$ cat config.mk
export PLATFORM = sky130hd
export DESIGN_NAME = memory_arbiter_flat
export DESIGN_NICKNAME = d
export VERILOG_FILES = /design/src/rtl/memory_arbiter_pkg.sv /design/src/rtl/memory_arbiter_if.sv /design/src/rtl/memory_arbiter_sat_counter.sv /design/src/rtl/memory_arbiter.sv /design/src/flat_wrapper.sv
export SDC_FILE = /design/constraint.sdc
export NUM_CORES = 1
export LEC_CHECK = 0
export ABC_CLOCK_PERIOD_IN_PS = 1800
export CELL_PAD_IN_SITES_DETAIL_PLACEMENT = 0
export CELL_PAD_IN_SITES_GLOBAL_PLACEMENT = 1
export CORE_MARGIN = 8
export CORE_UTILIZATION = 12
export CTS_CLUSTER_DIAMETER = 30
export DETAILED_ROUTE_END_ITERATION = 7
export HOLD_SLACK_MARGIN = 0.1
export PLACE_DENSITY = 0.81
export SLEW_MARGIN = 10
export SYNTH_ARGS = -nofsm -noshare
export SYNTH_HDL_FRONTEND = slang
export SYNTH_SLANG_ARGS = --single-unit
$ cat constraint.sdc
create_clock -name clock -period 1.8 [get_ports clock]
set_input_delay 0.36 -clock clock [delete_from_list [all_inputs] [get_ports clock]]
set_output_delay 0.36 -clock clock [all_outputs]
set_load 0.01 [all_outputs]
$ cat src/rtl/memory_arbiter_pkg.sv
// Shared definitions for the memory arbiter slice.
// XLEN        : core data width
// BE_W        : byte-enable width (one bit per byte of XLEN)
// owner_t     : encoding of which port owns the response in flight;
//               the values are fixed so pipeline-control logic can decode
//               equivalent owner signals elsewhere in the core.
package memory_arbiter_pkg;

  localparam int XLEN = 32;
  localparam int BE_W = XLEN / 8;

  typedef enum logic [1:0] {
    OWN_NONE   = 2'd0,
    OWN_IFETCH = 2'd1,
    OWN_DATA   = 2'd2
  } owner_t;

endpackage

$ cat src/rtl/memory_arbiter_if.sv
// Bundle of the fetch port, data port and shared-memory port seen by the
// arbiter.
// slave  : arbiter side (takes requests and mem_rdata, returns grants,
//          read data, rvalid strobes and memory controls)
// master : core/memory side (drives requests and mem_rdata)
interface memory_arbiter_if
  import memory_arbiter_pkg::*;
#(
  parameter int ADDR_W = 10
);

  logic              i_req;
  logic [ADDR_W-1:0] i_addr;
  logic              i_gnt;
  logic [XLEN-1:0]   i_rdata;
  logic              i_rvalid;

  logic              d_req;
  logic              d_we;
  logic [ADDR_W-1:0] d_addr;
  logic [XLEN-1:0]   d_wdata;
  logic [BE_W-1:0]   d_be;
  logic              d_gnt;
  logic [XLEN-1:0]   d_rdata;
  logic              d_rvalid;

  logic [ADDR_W-1:0] mem_addr;
  logic [XLEN-1:0]   mem_wdata;
  logic [BE_W-1:0]   mem_be;
  logic              mem_wren;
  logic [XLEN-1:0]   mem_rdata;

  modport slave (
    input  i_req, i_addr, d_req, d_we, d_addr, d_wdata, d_be, mem_rdata,
    output i_gnt, i_rdata, i_rvalid, d_gnt, d_rdata, d_rvalid,
           mem_addr, mem_wdata, mem_be, mem_wren
  );

  modport master (
    output i_req, i_addr, d_req, d_we, d_addr, d_wdata, d_be, mem_rdata,
    input  i_gnt, i_rdata, i_rvalid, d_gnt, d_rdata, d_rvalid,
           mem_addr, mem_wdata, mem_be, mem_wren
  );

endinterface

$ cat src/rtl/memory_arbiter_sat_counter.sv
// Saturating up-counter with synchronous clear, used as a starvation guard.
// clock  : rising-edge clock
// reset  : synchronous active-high reset (count -> 0)
// inc    : increment by one, holding at MAX
// clr    : clear to zero; wins over inc
// count  : current value
// at_max : count has reached MAX
module sat_counter #(
  parameter int WIDTH = 3,
  parameter int MAX   = 4
) (
  input  logic             clock,
  input  logic             reset,
  input  logic             inc,
  input  logic             clr,
  output logic [WIDTH-1:0] count,
  output logic             at_max
);

  assign at_max = (count == WIDTH'(MAX));

  always_ff @(posedge clock) begin
    if (reset) begin
      count <= '0;
    end else if (clr) begin
      count <= '0;
    end else if (inc && !at_max) begin
      count <= count + WIDTH'(1);
    end
  end

endmodule

$ cat src/rtl/memory_arbiter.sv
// Shares one single-port synchronous memory between instruction fetch and
// the data port. Data wins contention unless it has already taken
// MAX_D_STREAK grants in a row while fetch waited, in which case fetch gets
// one slot. Read data returns one cycle after the grant with an rvalid strobe
// for the port that owned that grant.
// clock : rising-edge clock
// reset : synchronous active-high reset
// bus   : fetch port, data port and memory port (slave modport)
module memory_arbiter
  import memory_arbiter_pkg::*;
#(
  parameter int ADDR_W       = 10,
  parameter int MAX_D_STREAK = 4
) (
  input  logic               clock,
  input  logic               reset,
  memory_arbiter_if.slave    bus
);

  localparam int STREAK_W = $clog2(MAX_D_STREAK + 1);

  logic [STREAK_W-1:0] streak;
  logic                streak_at_max;
  logic                d_gnt_int;
  logic                i_gnt_int;
  logic [ADDR_W-1:0]   sel_addr;
  logic [BE_W-1:0]     sel_be;
  owner_t              resp_owner;

  // Data wins unless fetch is waiting and data already used its streak.
  assign d_gnt_int = !reset && bus.d_req && (!bus.i_req || !streak_at_max);
  assign i_gnt_int = !reset && bus.i_req && (!bus.d_req || streak_at_max);

  // The streak only counts data grants that made fetch wait; any cycle
  // without a fetch request, or a fetch grant, restarts it.
  sat_counter #(
    .WIDTH (STREAK_W),
    .MAX   (MAX_D_STREAK)
  ) u_streak (
    .clock  (clock),
    .reset  (reset),
    .inc    (d_gnt_int && bus.i_req),
    .clr    (i_gnt_int || !bus.i_req),
    .count  (streak),
    .at_max (streak_at_max)
  );

  // Idle cycles still present the fetch address so the memory port never
  // floats; byte enables are zeroed unless data owns the cycle.
  assign sel_addr = d_gnt_int ? bus.d_addr : bus.i_addr;
  assign sel_be   = d_gnt_int ? bus.d_be   : '0;

  assign bus.i_gnt     = i_gnt_int;
  assign bus.d_gnt     = d_gnt_int;
  assign bus.mem_addr  = sel_addr;
  assign bus.mem_be    = sel_be;
  assign bus.mem_wdata = bus.d_wdata;
  assign bus.mem_wren  = d_gnt_int && bus.d_we;

  always_ff @(posedge clock) begin
    if (reset) begin
      resp_owner <= OWN_NONE;
    end else if (d_gnt_int) begin
      resp_owner <= OWN_DATA;
    end else if (i_gnt_int) begin
      resp_owner <= OWN_IFETCH;
    end else begin
      resp_owner <= OWN_NONE;
    end
  end

  // Reset asserted the cycle after a grant drops that response immediately,
  // before the synchronous reset has cleared the owner register.
  assign bus.i_rvalid = !reset && (resp_owner == OWN_IFETCH);
  assign bus.d_rvalid = !reset && (resp_owner == OWN_DATA);
  assign bus.i_rdata  = bus.mem_rdata;
  assign bus.d_rdata  = bus.mem_rdata;

endmodule
$ cat src/flat_wrapper.sv
// flat-port wrapper written by rule: the top's interface ports become plain ports
module memory_arbiter_flat import memory_arbiter_pkg::*;
#(
  parameter int ADDR_W       = 10,
  parameter int MAX_D_STREAK = 4
)
  (clock, reset, bus_i_req, bus_i_addr, bus_d_req, bus_d_we, bus_d_addr, bus_d_wdata, bus_d_be, bus_mem_rdata, bus_i_gnt, bus_i_rdata, bus_i_rvalid, bus_d_gnt, bus_d_rdata, bus_d_rvalid, bus_mem_addr, bus_mem_wdata, bus_mem_be, bus_mem_wren);
  memory_arbiter_if #(.ADDR_W(ADDR_W)) bus_i ();
  input  logic clock;
  input  logic reset;
  input wire logic [$bits(bus_i.i_req)-1:0] bus_i_req;
  input wire logic [$bits(bus_i.i_addr)-1:0] bus_i_addr;
  input wire logic [$bits(bus_i.d_req)-1:0] bus_d_req;
  input wire logic [$bits(bus_i.d_we)-1:0] bus_d_we;
  input wire logic [$bits(bus_i.d_addr)-1:0] bus_d_addr;
  input wire logic [$bits(bus_i.d_wdata)-1:0] bus_d_wdata;
  input wire logic [$bits(bus_i.d_be)-1:0] bus_d_be;
  input wire logic [$bits(bus_i.mem_rdata)-1:0] bus_mem_rdata;
  output wire logic [$bits(bus_i.i_gnt)-1:0] bus_i_gnt;
  output wire logic [$bits(bus_i.i_rdata)-1:0] bus_i_rdata;
  output wire logic [$bits(bus_i.i_rvalid)-1:0] bus_i_rvalid;
  output wire logic [$bits(bus_i.d_gnt)-1:0] bus_d_gnt;
  output wire logic [$bits(bus_i.d_rdata)-1:0] bus_d_rdata;
  output wire logic [$bits(bus_i.d_rvalid)-1:0] bus_d_rvalid;
  output wire logic [$bits(bus_i.mem_addr)-1:0] bus_mem_addr;
  output wire logic [$bits(bus_i.mem_wdata)-1:0] bus_mem_wdata;
  output wire logic [$bits(bus_i.mem_be)-1:0] bus_mem_be;
  output wire logic [$bits(bus_i.mem_wren)-1:0] bus_mem_wren;
  assign bus_i.i_req = bus_i_req;
  assign bus_i.i_addr = bus_i_addr;
  assign bus_i.d_req = bus_d_req;
  assign bus_i.d_we = bus_d_we;
  assign bus_i.d_addr = bus_d_addr;
  assign bus_i.d_wdata = bus_d_wdata;
  assign bus_i.d_be = bus_d_be;
  assign bus_i.mem_rdata = bus_mem_rdata;
  assign bus_i_gnt = bus_i.i_gnt;
  assign bus_i_rdata = bus_i.i_rdata;
  assign bus_i_rvalid = bus_i.i_rvalid;
  assign bus_d_gnt = bus_i.d_gnt;
  assign bus_d_rdata = bus_i.d_rdata;
  assign bus_d_rvalid = bus_i.d_rvalid;
  assign bus_mem_addr = bus_i.mem_addr;
  assign bus_mem_wdata = bus_i.mem_wdata;
  assign bus_mem_be = bus_i.mem_be;
  assign bus_mem_wren = bus_i.mem_wren;
  memory_arbiter #(.ADDR_W(ADDR_W), .MAX_D_STREAK(MAX_D_STREAK)) u_core (.clock(clock), .reset(reset), .bus(bus_i));
endmodule
run_1/metal_stack.png
Scale bar: 20 µm. Two of the layers only.
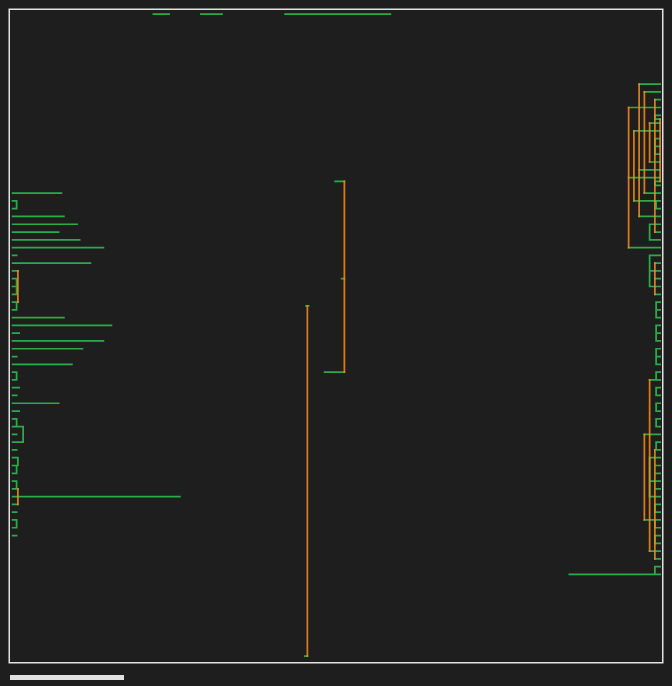
met3: shown in green, wire length 413 µm. met4: shown in orange, wire length 290 µm.

run_1/met1.png
Scale bar: 20 µm.
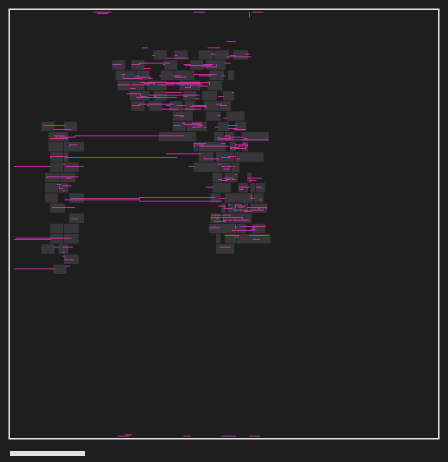
The wires run mostly horizontal. The layer holds 25% of the routed length. The longest straight run is 29.6 µm.

==> deck_impl_summary.md, run 1 <==
Physical Implementation Snapshot

Cells and area
  – N_diodes: 0
  – Fill cells: 1084
  – Layout area overhead: 10.3%
  – Non-Filler Instances: 232
  – Layout Nets: 199
  – Post-layout instance area: 1270 µm²
  – Layout cell share with drive strength beyond 1: 0.524
  – Post-layout util: 0.137

Worst setup path
  – CP Max Fanout: 6
  – Arr. time, crit path: 1.51 ns
  – R2R depth: 7
  – Critical Path End Type: output pin
  – Crit Path Category: flop to output pin
  – R2r endpoint: u_core.resp_owner[1]$_SDFF_PP0_
  – R2R Path Start: u_core.u_streak.count[1]$_SDFFE_PP0P_
  – Type of origin of the critical path: flop
  – Critical path required time: 1.44 ns
  – Worst reg2reg setup slack: 0.72 ns
  – Crit path launch: u_core.u_streak.count[1]$_SDFFE_PP0P_

Clock network
  – CTS sink cnt: 5
  – CTS tree: yes
  – Clock Latency Late Sink: 0.22 ns
  – Clk slew on worst S/H paths: 0.04 ns
  – Max clock buf depth: 2
  – Htree depth: 1
  – Cts hold-fix bufs: 0
  – CTS Buf Count: 3
  – CTS root buf: clkbuf_8

Placed design
  – Dpl cell area: 1120 µm²
  – HPWL after DPL: 2300 µm
  – Final Wtd Congestion: 0.640
  – Post-place setup slack: -0.616 ns
  – Placed Instances: 225
  – Count of input and output buffers: 47

Floorplan
  – Die area: 13000 µm²
  – Core Area: 9280 µm²
  – # IOs: 208
  – Row cnt: 35
  – Die Span Y: 114 µm
  – Die Wd: 114 µm
  – Pre-placement core utilization: 0.124

Drt
  – DR WL/cell: 12.1 µm
  – Final wirelength: 2810 µm
  – Detailed Routing Iterations Pass 1: 2
  – Drt initial violations: 15
  – DR DRC count: 0
  – Vias per inst: 2.67
  – Vias: 620
  – Antenna-violating nets left: 0

Power
  – Sw frac: 0.235
  – Reg power frac: 0.214
  – Clock power frac: 0.384
  – Internal Dissipation: 418 µW
  – Logic pwr share: 0.402
  – Pwr/cell area: 430 nW/µm²
  – Worst vdd ir: 0.000120 V
  – Net switching power figure: 128 µW
  – P_leak: 0.541 nW
  – Power, Total: 546 µW

GRT
  – Pin count of the biggest net entering global routing: 8
  – Initial antenna violation count: 0
  – Vias in the first global route: 741
  – Global-route wire length before repair: 3850 µm
  – GRT Resource Usage Total: 0.0405
  – Grt total ovfl: 0

Hold path
  – Hold Path Class: primary input to flop
  – WHS Endpoint: u_core.resp_owner[0]$_SDFF_PP0_
  – Hold Crit Start: bus_d_req
  – Hold depth: 2

Timing
  – Final Hold Viols: 0
  – Pins Over Slew Limit: 0
  – Final min period: 1.87 ns
  – Peak Freq: 535 MHz
  – RSZ-0062 raised after global routing: yes
  – Worst Clk Skew: 0.000875 ns
  – Final period util: 1.04
  – Hold WS: 0.491 ns
  – Final setup margin: -0.0690 ns
  – Total negative setup slack: -0.630 ns
  – Rel. slew slack: 0.868
  – Final setup vio count: 10
  – Least-Margin Pin Slew: 0.197 ns

Yosys
  – Post-Syn Instances: 138
  – Synthesized flop and latch total: 5
  – Sequential area share after synthesis: 0.0870
  – Syn_area_per_cell: 8.34 µm²
  – Post-Syn Area: 1150 µm²
  – Yosys Instances: 138
  – Distinct cells, synth: 18
  – Synth Net Count: 233
  – Chip area estimate from yosys synthesis: 1150 µm²
  – Ys Warns: 0

Status
  – Failing checks: setup timing
  – Status: complete, but fails checks

Run
  – Tool warnings: 29
  – MaxCap Viol Count: 0
run_1/wire_density.png
The die is cut into 23 by 23 equal tiles; white is low, dark blue is high, scaled to the fullest tile. Values are wire area over tile area, all layers added.
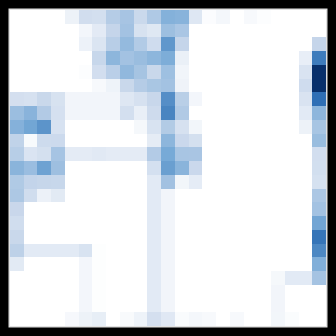
62% of the tiles are nearly empty. The densest ninth of the die: north. 2.8% of the tiles are over half the peak. The mean over all tiles is 0.041.

[run 1: layer usage]
metal  share of wire  up-vias  GRT usage
li1                -      267          -
met1            0.25      279     0.0252
met2            0.50       40     0.0678
met3            0.15       34     0.0169
met4            0.10        0     0.0719
met5               0        -          0
[run 1: Yosys cell counts]
master / instances / area (µm²)
inv_1: 4 / 15.0
mux2i_1: 1 / 10.0
nand2_2: 1 / 6.26
nand3_1: 1 / 5.00
ha_1: 2 / 25.0
buf_4: 96 / 721
and3_2: 5 / 37.5
nor3b_1: 3 / 22.5
nor2b_4: 1 / 13.8
a21oi_1: 2 / 10.0
nor2_1: 2 / 7.51
nand2_1: 2 / 7.51
and4_2: 1 / 10.0
nand2b_1: 1 / 6.26
buf_6: 1 / 11.3
mux2_4: 8 / 120
dfxtp_1: 5 / 100
mux2_2: 2 / 22.5
[run 1: timing repair]
item,in CTS,in global routing
gates cloned,1,0
gates resized,99,3
hold endpoints to repair,0,0
pin swaps,3,0
endpoints found under the setup margin,19,12
setup buffers,3,0
[run 1: power groups by stage]
| stage | clock, mW | combinational [mW] | sequential, mW |
|---|---|---|---|
| 2_1_floorplan | 0 | 0.285 | 0.118 |
| 3_3_place_gp | 0 | 0.194 | 0.118 |
| 3_5_place_dp | 0 | 0.197 | 0.118 |
| 4_1_cts | 0.216 | 0.221 | 0.117 |
| 5_1_grt | 0.223 | 0.232 | 0.117 |
| 6_report | 0.210 | 0.219 | 0.117 |
[run 1: cells by family after synthesis]
logic type | count (synthesis) | synth area share
buf+inv | 101 | 0.649
simple gates | 17 | 0.101
mux | 11 | 0.133
flops | 5 | 0.0870
compound gates | 2 | 0.00870
fa+ha+maj | 2 | 0.0217
[run 1: area by class of cell]
type                       instances  area (µm²)  share of cell area
clock buffer                       4        45.0              0.0355
timing repair buffer              58         593               0.467
inverter                           4        15.0              0.0118
multi-input combinational         32         353               0.278
sequential                         5         103              0.0808
tap                              129         161               0.127
[run 1: critical path, cell delays in order, from the launching register on]
cell	delay (ns)
dfxtp_2	0.31
inv_2	0.06
ha_4	0.15
nand3_4	0.09
nand2_4	0.11
buf_16	0.13
mux2_4	0.31
buf_6	0.12
[run 1: sequential cells by signal (all words and copies together) (netlist names)]
name,count
u_core.u_streak.count,3
u_core.resp_owner,2
[run 1: worst max path at each step]
stage	to	slack, ns	cells past startpoint
4_1_cts	bus_mem_addr[7]	-0.08	7
5_1_grt	bus_mem_addr[0]	-0.12	7
2_1_floorplan	bus_mem_addr[0]	0.17	6
3_3_place_gp	bus_mem_addr[6]	-0.60	6
3_5_place_dp	bus_mem_addr[9]	-0.62	6
6_report	bus_mem_addr[0]	-0.07	7
[run 1: cells in the final DEF, fill, tap and decap left out]
cell             count
clkbuf_2             1
mux2i_1              1
buf_16               1
a21oi_1              2
clkdlybuf4s15_1      1
ha_4                 1
buf_4                9
nand2b_1             1
nand2_1              2
buf_6               15
and3_4               3
nand2_4              1
dlygate4sd2_1        5
ha_1                 1
nor2b_4              1
nand3_4              1
nor3b_1              3
nor2_1               2
clkbuf_1             1
and3_2               2
clkbuf_8             3
mux2_4              10
inv_2                2
buf_12               1
dfxtp_2              2
and4_2               1
clkdlybuf4s50_1     25
inv_1                2
dfxtp_1              3
--- run 2 (diff from run 1) ---
--- a/config.mk
+++ b/config.mk
@@ -8,7 +8,7 @@
 export ABC_CLOCK_PERIOD_IN_PS = 1800
 export CELL_PAD_IN_SITES_DETAIL_PLACEMENT = 0
 export CELL_PAD_IN_SITES_GLOBAL_PLACEMENT = 1
-export CORE_MARGIN = 8
+export CORE_MARGIN = 1.5
 export CORE_UTILIZATION = 12
 export CTS_CLUSTER_DIAMETER = 30
 export DETAILED_ROUTE_END_ITERATION = 7
==> run 2 against run 1 <==
  * The flow still finishes with violations (setup timing)
  * Via count increased by 2.3%
  * Final cell count up 2.6%
  * Largest cell class unchanged
  * Critical endpoint is now bus_mem_addr[1]
  * First-iteration DRC count down 40%
  * Highest routed layer unchanged
  * Non-clock buffer count is 6 higher
  * Synthesized cell count stayed put
==> deck_impl_summary.md, run 2 <==
Physical Implementation Snapshot

Status
  – Status: complete, but fails checks
  – Failing checks: setup timing

Worst setup path
  – Max incr delay on CP: 0.33 ns
  – Most used cell, CP: buf_6
  – Slowest CP cell: dfxtp_2
  – Family with the most delay on the worst path: buffers and inverters
  – CP Max Fanout: 6
  – Critical Path End Type: output pin
  – Cells along the critical path: inv_2 -> ha_4 -> nand3_4 -> nand2_4 -> buf_12 -> buf_6 -> mux2_4 -> buf_6
  – Critical path buffers and inverters: 4
  – Crit Path Category: flop to output pin
  – Arr. time, crit path: 1.59 ns
  – Critical path required time: 1.44 ns
  – Type of origin of the critical path: flop

Cells and area
  – Layout cell share with drive strength beyond 1: 0.569
  – Biggest regs: u_core.u_streak.count (3), u_core.resp_owner (2)
  – Non-Filler Instances: 238
  – N_diodes: 0
  – Top cells excl fill/tap: clkdlybuf4s50_1, buf_6, buf_4
  – Layout area overhead: 13.7%
  – Most numerous logic cell after layout: clkdlybuf4s50_1
  – Max reg flops: 3
  – Largest register by flop count: u_core.u_streak.count

Placed design
  – Placed Instances: 226
  – Final Wtd Congestion: 0.625
  – HPWL after DPL: 1910 µm
  – Count of input and output buffers: 47

Timing
  – Final setup vio count: 15
  – Final setup margin: -0.146 ns
  – Worst Clk Skew: 0.000820 ns
  – Peak Freq: 514 MHz
  – Least-Margin Pin Slew: 0.142 ns
  – Final Hold Viols: 0
  – Final period util: 1.08
  – Hold WS: 0.511 ns
  – Final min period: 1.95 ns
  – Total negative setup slack: -1.12 ns
  – Rel. slew slack: 0.902
  – Pins Over Slew Limit: 0
  – RSZ-0062 raised after global routing: yes

Power
  – P_leak: 0.566 nW
  – Logic pwr share: 0.402
  – Worst vdd ir: 0.000132 V
  – Internal Dissipation: 417 µW
  – Power, Total: 539 µW
  – Reg power frac: 0.216
  – Net switching power figure: 122 µW
  – Clock power frac: 0.381

Drt
  – Drt initial violations: 9
  – Detailed Routing Iterations Pass 1: 2
  – DR WL/cell: 10.0 µm
  – Antenna-violating nets left: 0
  – DR DRC count: 0
  – Final wirelength: 2390 µm
  – Vias: 634

Yosys
  – Post-synth EDFFs: 0
  – Area share, top type: 0.626
  – Syn_area_per_cell: 8.34 µm²
  – Most used DFF post-synth: dfxtp_1
  – Yosys top cell by area: buf_4
  – Synthesized flop and latch total: 5
  – Synth Net Count: 233
  – AND-OR/OR-AND Cells, Area Fraction: 0.00870
  – Ys async rst share: 0
  – Yosys Instances: 138
  – Post-synthesis mux area share: 0.133
  – Top area cell types: buf_4, mux2_4, dfxtp_1
  – Top comb family, area: buffers and inverters
  – AND/OR/NAND/NOR Cells, Area Fraction: 0.101
  – Yosys xor share: 0
  – Sequential area share after synthesis: 0.0870
  – Chip area estimate from yosys synthesis: 1150 µm²
  – Distinct cells, synth: 18
  – Post-Syn Instances: 138
  – Ys Warns: 0
  – Most frequent cell after synthesis: buf_4
  – Top cells by count: buf_4, mux2_4, and3_2, dfxtp_1, inv_1

Floorplan
  – Die Wd: 101 µm
  – Core Area: 9280 µm²
  – Row cnt: 35
  – # IOs: 208
  – Pre-placement core utilization: 0.124
  – Die Span Y: 101 µm
  – Die area: 10200 µm²

Hold path
  – Hold Path Class: flop to flop

Clock network
  – Max clock buf depth: 2
  – Clk slew on worst S/H paths: 0.03 ns
  – CTS tree: yes
  – CTS root buf: clkbuf_8
  – CTS sink cnt: 5
  – Htree depth: 1
  – CTS Buf Count: 3

GRT
  – GR Layer Usage met1: 0.0377
  – Global-route wire length before repair: 3310 µm
  – Initial antenna violation count: 0
  – Global Route met2 Usage: 0.0655
  – Vias in the first global route: 697
  – GR peak layer: met2
  – Pin count of the biggest net entering global routing: 8
  – Grt total ovfl: 0

Run
  – Tool warnings: 29
  – MaxCap Viol Count: 0
[run 2: worst paths after layout]
check                           depth (start not counted)                                    end                                  start  slack, ns
worst max-delay path                                    8                        bus_mem_addr[1]  u_core.u_streak.count[1]$_SDFFE_PP0P_      -0.15
worst min-delay path                                    2  u_core.u_streak.count[0]$_SDFFE_PP0P_  u_core.u_streak.count[0]$_SDFFE_PP0P_       0.51
worst max register to register                          7  u_core.u_streak.count[1]$_SDFFE_PP0P_  u_core.u_streak.count[1]$_SDFFE_PP0P_       0.53
worst min register to register                          2  u_core.u_streak.count[0]$_SDFFE_PP0P_  u_core.u_streak.count[0]$_SDFFE_PP0P_       0.51
[run 2: layout make-up]
class	count	area (µm²)
Clock buffer	4	45.0
Fill cell	1081	7980
Inverter	4	15.0
Multi-Input combinational cell	32	357
Sequential cell	5	103
Tap cell	129	161
Timing Repair Buffer	64	628
[run 2: cells by family after synthesis]
| kind of cell | after synthesis |
|---|---|
| buf+inv | 101 |
| mux | 11 |
| compound gates | 2 |
| simple gates | 17 |
| fa+ha+maj | 2 |
| flops | 5 |
[run 2: worst register-to-register path, cell delays in order, from the launching register on]
cell and delay, ns:
dfxtp_2 0.33, inv_2 0.05, ha_4 0.16, buf_4 0.12, buf_4 0.12, nand2_1 0.10, buf_4 0.13, and4_2 0.21
[run 2: routing by layer]
layer | wire length [µm] | part of all wire
met5 | 0 | 0
met4 | 206 | 0.086
met3 | 322 | 0.13
met2 | 1160 | 0.48
met1 | 702 | 0.29
[run 2: stage by stage]
stage	setup WS [ns]	cell area, µm²	utilization
6_report	-0.146	1310	0.141
5_1_grt	-0.208	1310	0.141
3_3_place_gp	-0.600	1130	0.122
3_5_place_dp	-0.625	1130	0.122
4_1_cts	-0.139	1320	0.142
2_1_floorplan	0.167	1150	-
[run 2: power groups by stage]
stage | Clock, mW | Sequential (mW) | Combinational (mW)
after CTS | 0.214 | 0.117 | 0.226
after global placement | 0 | 0.118 | 0.193
after detailed placement | 0 | 0.118 | 0.196
final | 0.206 | 0.117 | 0.217
after global routing | 0.221 | 0.117 | 0.232
after floorplan | 0 | 0.118 | 0.285
[run 2: what timing repair did]
item / in CTS / in global routing
cloned: 1 / 0
hold buffers: 0 / 0
pin swaps: 3 / 0
setup buffers: 6 / 2
gates resized: 105 / 3
setup endpoints to repair: 19 / 16
run_2/registers.png
Other cells in gray.
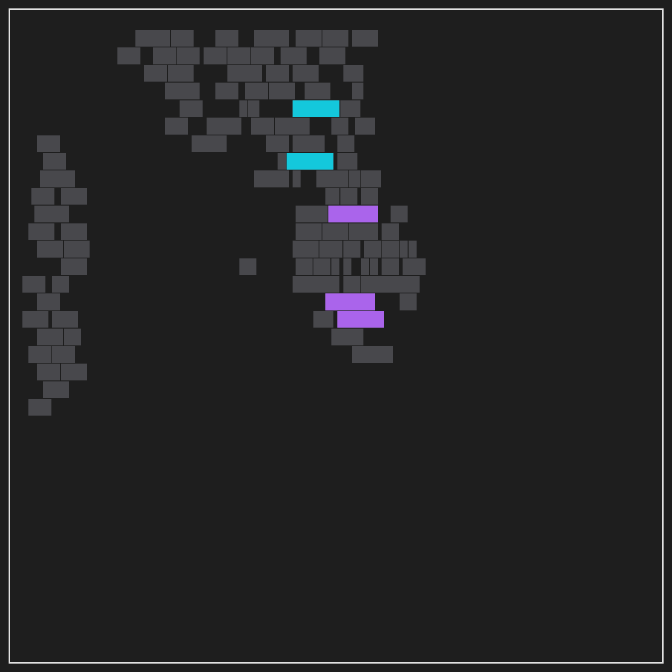
u_core.u_streak.count: shown in purple, placed flops 3. u_core.resp_owner: shown in cyan, placed flops 2.

run_2/metal_stack.png
Scale bar: 20 µm. Two of the layers only.
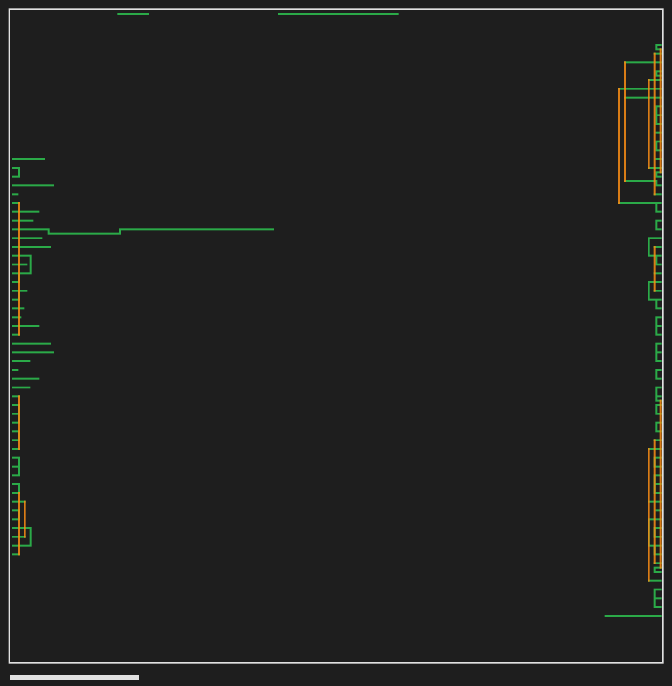
met4: shown in orange, wire length 206 µm. met3: shown in green, wire length 322 µm.

--- run 3 (diff from run 2) ---
--- a/config.mk
+++ b/config.mk
@@ -13,7 +13,7 @@
 export CTS_CLUSTER_DIAMETER = 30
 export DETAILED_ROUTE_END_ITERATION = 7
 export HOLD_SLACK_MARGIN = 0.1
-export PLACE_DENSITY = 0.81
+export PLACE_DENSITY = 0.82
 export SLEW_MARGIN = 10
 export SYNTH_ARGS = -nofsm -noshare
 export SYNTH_HDL_FRONTEND = slang
==> run 3 against run 2 <==
  * The run still ends with setup timing left
  * Final cell count fell by 2.1%
  * Non-clock buffer count fell by 5
  * Clock skew grew 0.0023 ns
  * Critical endpoint unchanged
  * Critical path depth decreased by 1
  * Sequential cell count stayed put
  * Largest power group is now clock
  * Core utilization down 0.61 points
==> deck_impl_summary.md, run 3 <==
Physical Implementation Snapshot

GRT
  – Grt total ovfl: 0
  – Vias in the first global route: 701
  – Pin count of the biggest net entering global routing: 9
  – Global Route met2 Usage: 0.0707
  – Initial antenna violation count: 0
  – Global-route wire length before repair: 3350 µm

Floorplan
  – Core Area: 9280 µm²
  – Row cnt: 35
  – Pre-placement core utilization: 0.124
  – Die Wd: 101 µm
  – Die area: 10200 µm²
  – Die Span Y: 101 µm
  – # IOs: 208

Status
  – Status: complete, but fails checks
  – Failing checks: setup timing

Drt
  – Antenna-violating nets left: 0
  – Vias per inst: 2.68
  – Drt initial violations: 23
  – DR DRC count: 0
  – Detailed Routing Iterations Pass 1: 3
  – DR WL/cell: 10.1 µm

Worst setup path
  – Critical path required time: 1.44 ns
  – CP Max Fanout: 8
  – Critical path buffers and inverters: 3
  – Type of origin of the critical path: flop
  – Crit Path Category: flop to output pin
  – Max incr delay on CP: 0.32 ns
  – Arr. time, crit path: 1.50 ns
  – Family with the most delay on the worst path: buffers and inverters
  – Slowest CP cell: dfxtp_2
  – Cells along the critical path: inv_2 -> ha_4 -> nand3_4 -> nand2_4 -> buf_8 -> mux2_4 -> buf_6
  – Critical Path End Type: output pin

Cells and area
  – Multi-input gate area: 349 µm²
  – Non-Filler Instances: 233
  – Most numerous logic cell after layout: clkdlybuf4s50_1
  – Layout area overhead: 8.80%
  – Top cells excl fill/tap: clkdlybuf4s50_1, buf_6, mux2_4
  – Post-layout util: 0.135
  – Largest register by flop count: u_core.u_streak.count
  – N_diodes: 0
  – Biggest regs: u_core.u_streak.count (3), u_core.resp_owner (2)
  – Layout Nets: 200
  – Fill cells: 1094
  – Layout cell share with drive strength beyond 1: 0.529
  – FF+latch area: 103 µm²
  – Max reg flops: 3

Placed design
  – Post-place setup slack: -0.636 ns
  – HPWL after DPL: 1880 µm
  – Count of input and output buffers: 47
  – Placed Instances: 226
  – Final Wtd Congestion: 0.608

Yosys
  – Synth Net Count: 233
  – Synthesized flop and latch total: 5
  – Ys Warns: 0
  – Most frequent cell after synthesis: buf_4
  – Distinct cells, synth: 18
  – Area share, top type: 0.626
  – Top cells by count: buf_4, mux2_4, and3_2, dfxtp_1, inv_1
  – Chip area estimate from yosys synthesis: 1150 µm²
  – Yosys Instances: 138
  – Yosys top cell by area: buf_4
  – Most used DFF post-synth: dfxtp_1
  – Post-Syn Instances: 138
  – Top area cell types: buf_4, mux2_4, dfxtp_1
  – Syn_area_per_cell: 8.34 µm²
  – Post-Syn Area: 1150 µm²
  – Ys async rst share: 0
  – Post-synth EDFFs: 0
  – Sequential area share after synthesis: 0.0870

Run
  – Tool warnings: 29
  – MaxCap Viol Count: 0

Power
  – Worst vdd ir: 0.000167 V
  – Pwr/cell area: 430 nW/µm²
  – P_leak: 0.551 nW

Timing
  – Final min period: 1.86 ns
  – Final period util: 1.03
  – Final setup vio count: 10
  – RSZ-0062 raised after global routing: yes
  – Peak Freq: 538 MHz
  – Least-Margin Pin Slew: 0.193 ns
  – Pins Over Slew Limit: 0
  – Final setup margin: -0.0577 ns
  – Total negative setup slack: -0.455 ns
  – Final Hold Viols: 0
  – Rel. slew slack: 0.871
  – Worst Clk Skew: 0.00309 ns

Clock network
  – CTS root buf: clkbuf_8
  – Clk slew on worst S/H paths: 0.04 ns
  – CTS tree: yes
  – Clock Latency Late Sink: 0.22 ns
  – Max clock buf depth: 2
  – CTS sink cnt: 5
  – Htree depth: 1
  – CTS Buf Count: 3

Hold path
  – Hold Path Class: primary input to flop
[run 3: layout make-up]
| cell class | count | area share |
|---|---|---|
| inverters | 4 | 0.0120 |
| well taps | 129 | 0.129 |
| multi-input cells | 32 | 0.279 |
| flip-flops and latches | 5 | 0.0819 |
| clock buffers | 4 | 0.0360 |
| repair buffers | 59 | 0.463 |
[run 3: worst paths after layout]
path | from | to | slack [ns] | cells past startpoint
worst max-delay path | u_core.u_streak.count[1]$_SDFFE_PP0P_ | bus_mem_addr[1] | -0.06 | 7
worst min-delay path | bus_d_req | u_core.resp_owner[0]$_SDFF_PP0_ | 0.51 | 2
worst max register to register | u_core.u_streak.count[1]$_SDFFE_PP0P_ | u_core.u_streak.count[1]$_SDFFE_PP0P_ | 0.41 | 8
worst min register to register | u_core.u_streak.count[0]$_SDFFE_PP0P_ | u_core.u_streak.count[0]$_SDFFE_PP0P_ | 0.52 | 2
[run 3: logic make-up (layout without fill, tap and decap cells)]
family                   count (synthesis)  count (layout)  share of synthesized area
adder cells (fa/ha/maj)                  2               2                     0.0217
flip-flops                               5               5                     0.0870
AND/OR/NAND/NOR                         17              17                      0.101
AND-OR/OR-AND                            2               2                    0.00870
multiplexers                            11              11                      0.133
buffers and inverters                  101              67                      0.649
[run 3: power breakdown]
group	leakage, nW	internal, mW	total [mW]	switching [mW]
logic	0.487	0.143	0.207	0.0648
registers	0.0418	0.115	0.117	0.00178
clock network	0.0228	0.153	0.214	0.0618
total	0.551	0.410	0.538	0.128
[run 3: worst reg2reg max path: stages (launching register included)]
cell and delay, ns:
dfxtp_2 0.34, inv_2 0.05, ha_4 0.16, buf_4 0.13, buf_4 0.12, buf_4 0.12
nand2_1 0.08, buf_4 0.13, and4_2 0.21
[run 3: through the flow]
step	hold slack [ns]	power [mW]	cell area, µm²
2_1_floorplan	0.425	0.403	1150
3_3_place_gp	0.501	0.307	1120
3_5_place_dp	0.515	0.309	1120
4_1_cts	0.500	0.535	1220
5_1_grt	0.529	0.565	1250
6_report	0.509	0.538	1250
[run 3: routing by layer]
layer	wire [µm]	share of wire
met2	1180	0.50
met5	0	0
met4	160	0.068
met1	679	0.29
met3	343	0.15
[run 3: timing repair]
item | CTS | global route
gates resized | 93 | 7
setup buffers | 2 | 2
hold buffers | 0 | 0
pin swaps | 3 | 0
endpoints found under the setup margin | 19 | 12
hold endpoints to repair | 0 | 0
run_3/final_congestion.png
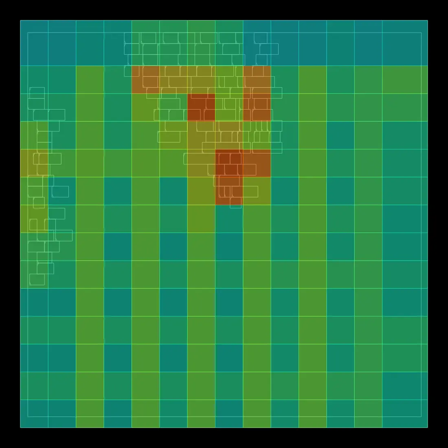
GRT Resource Usage Total: 0.0441
met3 global-route usage: 0.0264
GR peak layer: met2

run_3/met1.png
Scale bar: 20 µm.
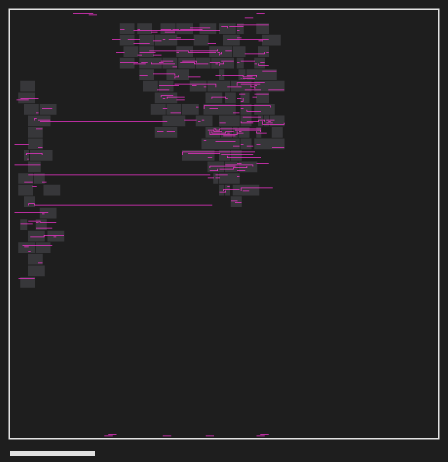
GR Layer Usage met1: 0.0352
vias: 624
final wirelength: 2360 µm

No activity file was given, so power comes from the tool's default toggle rates.
